==> config.mk <==
export PLATFORM = sky130hd
export DESIGN_NAME = hazard_ctrl
export DESIGN_NICKNAME = d
export VERILOG_FILES = /design/src/rtl/hazard_pkg.sv /design/src/rtl/hazard_ctrl_sat_counter.sv /design/src/rtl/hazard_ctrl.sv
export SDC_FILE = /design/constraint.sdc
export NUM_CORES = 1
export LEC_CHECK = 0
export ABC_AREA = 1
export CAP_MARGIN = 10
export CORE_ASPECT_RATIO = 0.7
export CORE_UTILIZATION = 39
export CTS_BUF_LIST = sky130_fd_sc_hd__clkbuf_4 sky130_fd_sc_hd__clkbuf_8
export CTS_CLUSTER_DIAMETER = 30
export DETAILED_ROUTE_END_ITERATION = 8
export PLACE_DENSITY = 0.71
export SLEW_MARGIN = 20
export SYNTH_ARGS = -nofsm -noshare
export SYNTH_HDL_FRONTEND = slang
export SYNTH_SLANG_ARGS = --single-unit
==> constraint.sdc <==
create_clock -name clk -period 2.3 [get_ports clk]
set_input_delay 0.46 -clock clk [delete_from_list [all_inputs] [get_ports clk]]
set_output_delay 0.46 -clock clk [all_outputs]
set_load 0.01 [all_outputs]
==> src/rtl/hazard_pkg.sv <==
// Shared pipeline definitions for the hazard sequencer.
//   hz_state_e : sequencer states (RUN, HOLD, FLUSH)
//   NOP_INSTR  : encoding loaded into IF/ID on a flush (addi x0,x0,0)
//   REG_AW_DEF : default register-address width
package hazard_pkg;

    typedef enum logic [1:0] {
        ST_RUN   = 2'd0,
        ST_HOLD  = 2'd1,
        ST_FLUSH = 2'd2
    } hz_state_e;

    localparam logic [31:0] NOP_INSTR  = 32'h0000_0013;
    localparam int          REG_AW_DEF = 5;

endpackage

==> src/rtl/hazard_ctrl_sat_counter.sv <==
// Saturating up-counter with synchronous active-high clear.
//   clk   : clock
//   reset : synchronous clear to zero
//   inc   : count this cycle
//   q     : current count; sticks at all-ones
module sat_counter #(
    parameter int W = 32
) (
    input  logic         clk,
    input  logic         reset,
    input  logic         inc,
    output logic [W-1:0] q
);

    logic [W-1:0] cnt_q, cnt_d;

    always_comb begin
        cnt_d = cnt_q;
        if (inc && (cnt_q != {W{1'b1}}))
            cnt_d = cnt_q + W'(1);
    end

    always_ff @(posedge clk) begin
        if (reset) cnt_q <= '0;
        else       cnt_q <= cnt_d;
    end

    assign q = cnt_q;

endmodule

==> src/rtl/hazard_ctrl.sv <==
// Stall/flush sequencer for the 5-stage pipeline.
//   in : id_rs1/id_rs2/id_uses_rs1/id_uses_rs2 (ID sources), ex_rd/ex_mem_read (EX load),
//        ex_branch_taken (EX redirect), mem_busy (data memory stall)
//   out: pc_we, ifid_we, ifid_flush, idex_bubble, pipe_hold (stage register controls),
//        stall_cnt / flush_cnt (saturating perf counters)
// Controls are combinational from state_q and the inputs so a hazard is acted on the cycle
// it appears; only the state, the flush countdown and the counters are registered.
module hazard_ctrl
    import hazard_pkg::*;
#(
    parameter int REG_AW       = REG_AW_DEF,
    parameter int FLUSH_CYCLES = 1,
    parameter int CNT_W        = 32
) (
    input  logic              clk,
    input  logic              reset,
    input  logic [REG_AW-1:0] id_rs1,
    input  logic [REG_AW-1:0] id_rs2,
    input  logic              id_uses_rs1,
    input  logic              id_uses_rs2,
    input  logic [REG_AW-1:0] ex_rd,
    input  logic              ex_mem_read,
    input  logic              ex_branch_taken,
    input  logic              mem_busy,
    output logic              pc_we,
    output logic              ifid_we,
    output logic              ifid_flush,
    output logic              idex_bubble,
    output logic              pipe_hold,
    output logic [CNT_W-1:0]  stall_cnt,
    output logic [CNT_W-1:0]  flush_cnt
);

    localparam int FCNT_W = 4;
    localparam logic [FCNT_W-1:0] FCNT_LOAD = FCNT_W'(FLUSH_CYCLES - 1);

    hz_state_e         state_q, state_d;
    logic [FCNT_W-1:0] fcnt_q, fcnt_d;
    logic              load_use;

    assign load_use = ex_mem_read && (ex_rd != '0) &&
                      ((id_uses_rs1 && (id_rs1 == ex_rd)) ||
                       (id_uses_rs2 && (id_rs2 == ex_rd)));

    // HOLD behaves exactly like RUN: while mem_busy it freezes, and on the first free
    // cycle the RUN decisions apply to the current inputs. Only FLUSH differs.
    always_comb begin
        pc_we       = 1'b1;
        ifid_we     = 1'b1;
        ifid_flush  = 1'b0;
        idex_bubble = 1'b0;
        pipe_hold   = 1'b0;
        state_d     = ST_RUN;
        fcnt_d      = fcnt_q;

        if (reset) begin
            pc_we       = 1'b0;
            ifid_flush  = 1'b1;
            idex_bubble = 1'b1;
            fcnt_d      = '0;
        end else if (mem_busy) begin
            // Freeze everything; a pending flush keeps its countdown.
            pc_we     = 1'b0;
            ifid_we   = 1'b0;
            pipe_hold = 1'b1;
            state_d   = (state_q == ST_FLUSH) ? ST_FLUSH : ST_HOLD;
        end else if (ex_branch_taken) begin
            ifid_flush  = 1'b1;
            idex_bubble = 1'b1;
            if (FLUSH_CYCLES > 1) begin
                fcnt_d  = FCNT_LOAD;
                state_d = ST_FLUSH;
            end
        end else if (state_q == ST_FLUSH) begin
            // Wrong-path instructions are being killed; a load-use on them is moot.
            ifid_flush  = 1'b1;
            idex_bubble = 1'b1;
            if (fcnt_q <= FCNT_W'(1)) begin
                fcnt_d = '0;
            end else begin
                fcnt_d  = fcnt_q - FCNT_W'(1);
                state_d = ST_FLUSH;
            end
        end else if (load_use) begin
            pc_we       = 1'b0;
            ifid_we     = 1'b0;
            idex_bubble = 1'b1;
        end
    end

    always_ff @(posedge clk) begin
        if (reset) begin
            state_q <= ST_RUN;
            fcnt_q  <= '0;
        end else begin
            state_q <= state_d;
            fcnt_q  <= fcnt_d;
        end
    end

    sat_counter #(.W(CNT_W)) u_stall_cnt (
        .clk   (clk),
        .reset (reset),
        .inc   (~pc_we),
        .q     (stall_cnt)
    );

    sat_counter #(.W(CNT_W)) u_flush_cnt (
        .clk   (clk),
        .reset (reset),
        .inc   (ifid_flush),
        .q     (flush_cnt)
    );

endmodule
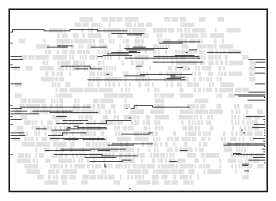
(images/layer_met3.png)
(2 px per µm) Cells faint in the background.
nets with wire on the layer: 107
main direction: horizontal
Vias: 4835
routing usage on met3: 4.858%
routed wire length: 13510 µm

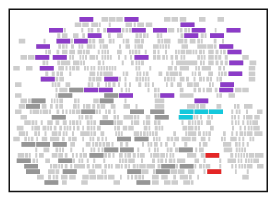
(images/flops_by_reg.png)
(2 px per µm) Other sequential cells in the stronger grey, the rest of the logic in the fainter grey.
| signal | colour | sequential cells |
|---|---|---|
| `u_stall_cnt.q` | purple | 32 |
| `state_q` | red | 2 |
| `fcnt_q` | cyan | 4 |
not coloured: 32
Power Sequential: 0.00123 W
sequential cell area share: 24.35%

==> run summary <==
The following summarizes the physical implementation.

Timing
Counting pins that exceed their max-slew limit in the final report gives 0. In this build the clock could be raised as far as 451.3 MHz. The time the final worst path needs with I/O delays and setup is 2.216 ns.

Pwr
The leakage power in the latest report is 2.232 nW. VDD sags by at most 0.0002324 V. The post-layout total power is 0.002538 W.

Outcome
The run finished with clean final reports.

Finish
The fill cell instance count of the final layout is 1030. The final-stage net count is 826. At the end of the flow the core is filled with cells to 54.34%. The signed area change from the synthesized netlist to the final layout is 32.35%.

Logic synthesis
Per the post-synthesis stats, the area per cell is 6.283 µm². The post-synthesis cell count from yosys is 692. In the synthesis report, Yosys lists the chip area as 4348 µm². Of all flip-flops after synthesis, the portion carrying an async set or reset was 0%.

Placed design
OpenSTA, run right after detailed placement, puts the worst setup slack at -0.4023 ns. Detailed placement reports a standard cell area of 5545 µm². As logged by OpenROAD, the buffers inserted on ports number 90.

Global routing
The global-route wire length before repair is 21830 µm.

Drt
The count of unresolved DRC violations after routing is 0.

Worst setup path
On the critical path, the stage with the largest delay is an instance of clkdlybuf4s50_1. The most numerous cell on the critical path is nand2_1. The type of element launching the critical path is an input pin.

Flow run
The number of warnings reported in the stage logs is 27.

Clock network
The number of clock buffers added by TritonCTS is 9. The sink count of the clock tree is 70. The post-CTS clock slew at the launch and capture registers of the worst setup and hold paths is 0.07 ns.

Floorplan
Per the OpenROAD floorplan log, the height of the die is 90.34 µm. Once the floorplan was initialized, standard cells occupied 41.06% of the core. The floorplan step defined a die boundary enclosing 11580 µm².

Hold path
The worst hold path belongs to the class input pin to flop.
[cells by family (layout without fill, tap and decap cells)]
group,Yosys count,count (layout),synth area share (%)
flip-flops,70,70,32.23
adder cells (fa/ha/maj),4,4,1.151
XOR/XNOR,39,39,7.856
buffers and inverters,92,204,8.662
AND/OR/NAND/NOR,405,405,40.26
AND-OR/OR-AND,82,82,9.842
[state kept, by name, summed over array words and instances (netlist names)]
register / cells
u_stall_cnt.q: 32
fcnt_q: 4
state_q: 2
u_flush_cnt.q: 32
[repair_timing]
action / in CTS / in global routing
setup endpoints to repair: 4 / 32
pin swaps: 5 / 5
gates resized: 20 / 11
[synth_stat cells (12+ instances only)]
library cell  count  area share, %
nand4_1          13            1.9
xnor2_1          13            2.6
inv_1            66            5.7
nand3_1          60            6.9
nor2_1           74            6.4
clkbuf_1         12            1.0
nor3_1           32            3.7
nand2_1         207             18
a21oi_1          60            6.9
o21ai_0          14            1.6
xor2_1           26            5.2
dfxtp_1          70             32
[per-layer routing]
layer | vias to the layer above | track usage [%] | wire (µm)
li1 | 2444 | - | -
met1 | 2181 | 34.56 | 6537
met2 | 193 | 34.50 | 5553
met3 | 17 | 4.858 | 1218
met4 | 0 | 7.647 | 197
met5 | - | 0 | 0
[layout make-up]
cell class                      count  area [µm²]  area share, %
Clock buffer                       12       165.2          2.870
Clock inverter                      3       42.54         0.7393
Inverter                           70       262.8          4.566
Multi-Input combinational cell    530        2575          44.75
Sequential cell                    70        1401          24.35
Tap cell                          148       185.2          3.218
Timing Repair Buffer              119        1122          19.50
[report_power, final]
group          switching (W)  internal [W]  total, W
registers          0.0000101       0.00122   0.00123
clock network       0.000483      0.000582   0.00107
logic               0.000140      0.000102  0.000242
Power figures rest on the tool's default switching activity, not on a simulated workload.
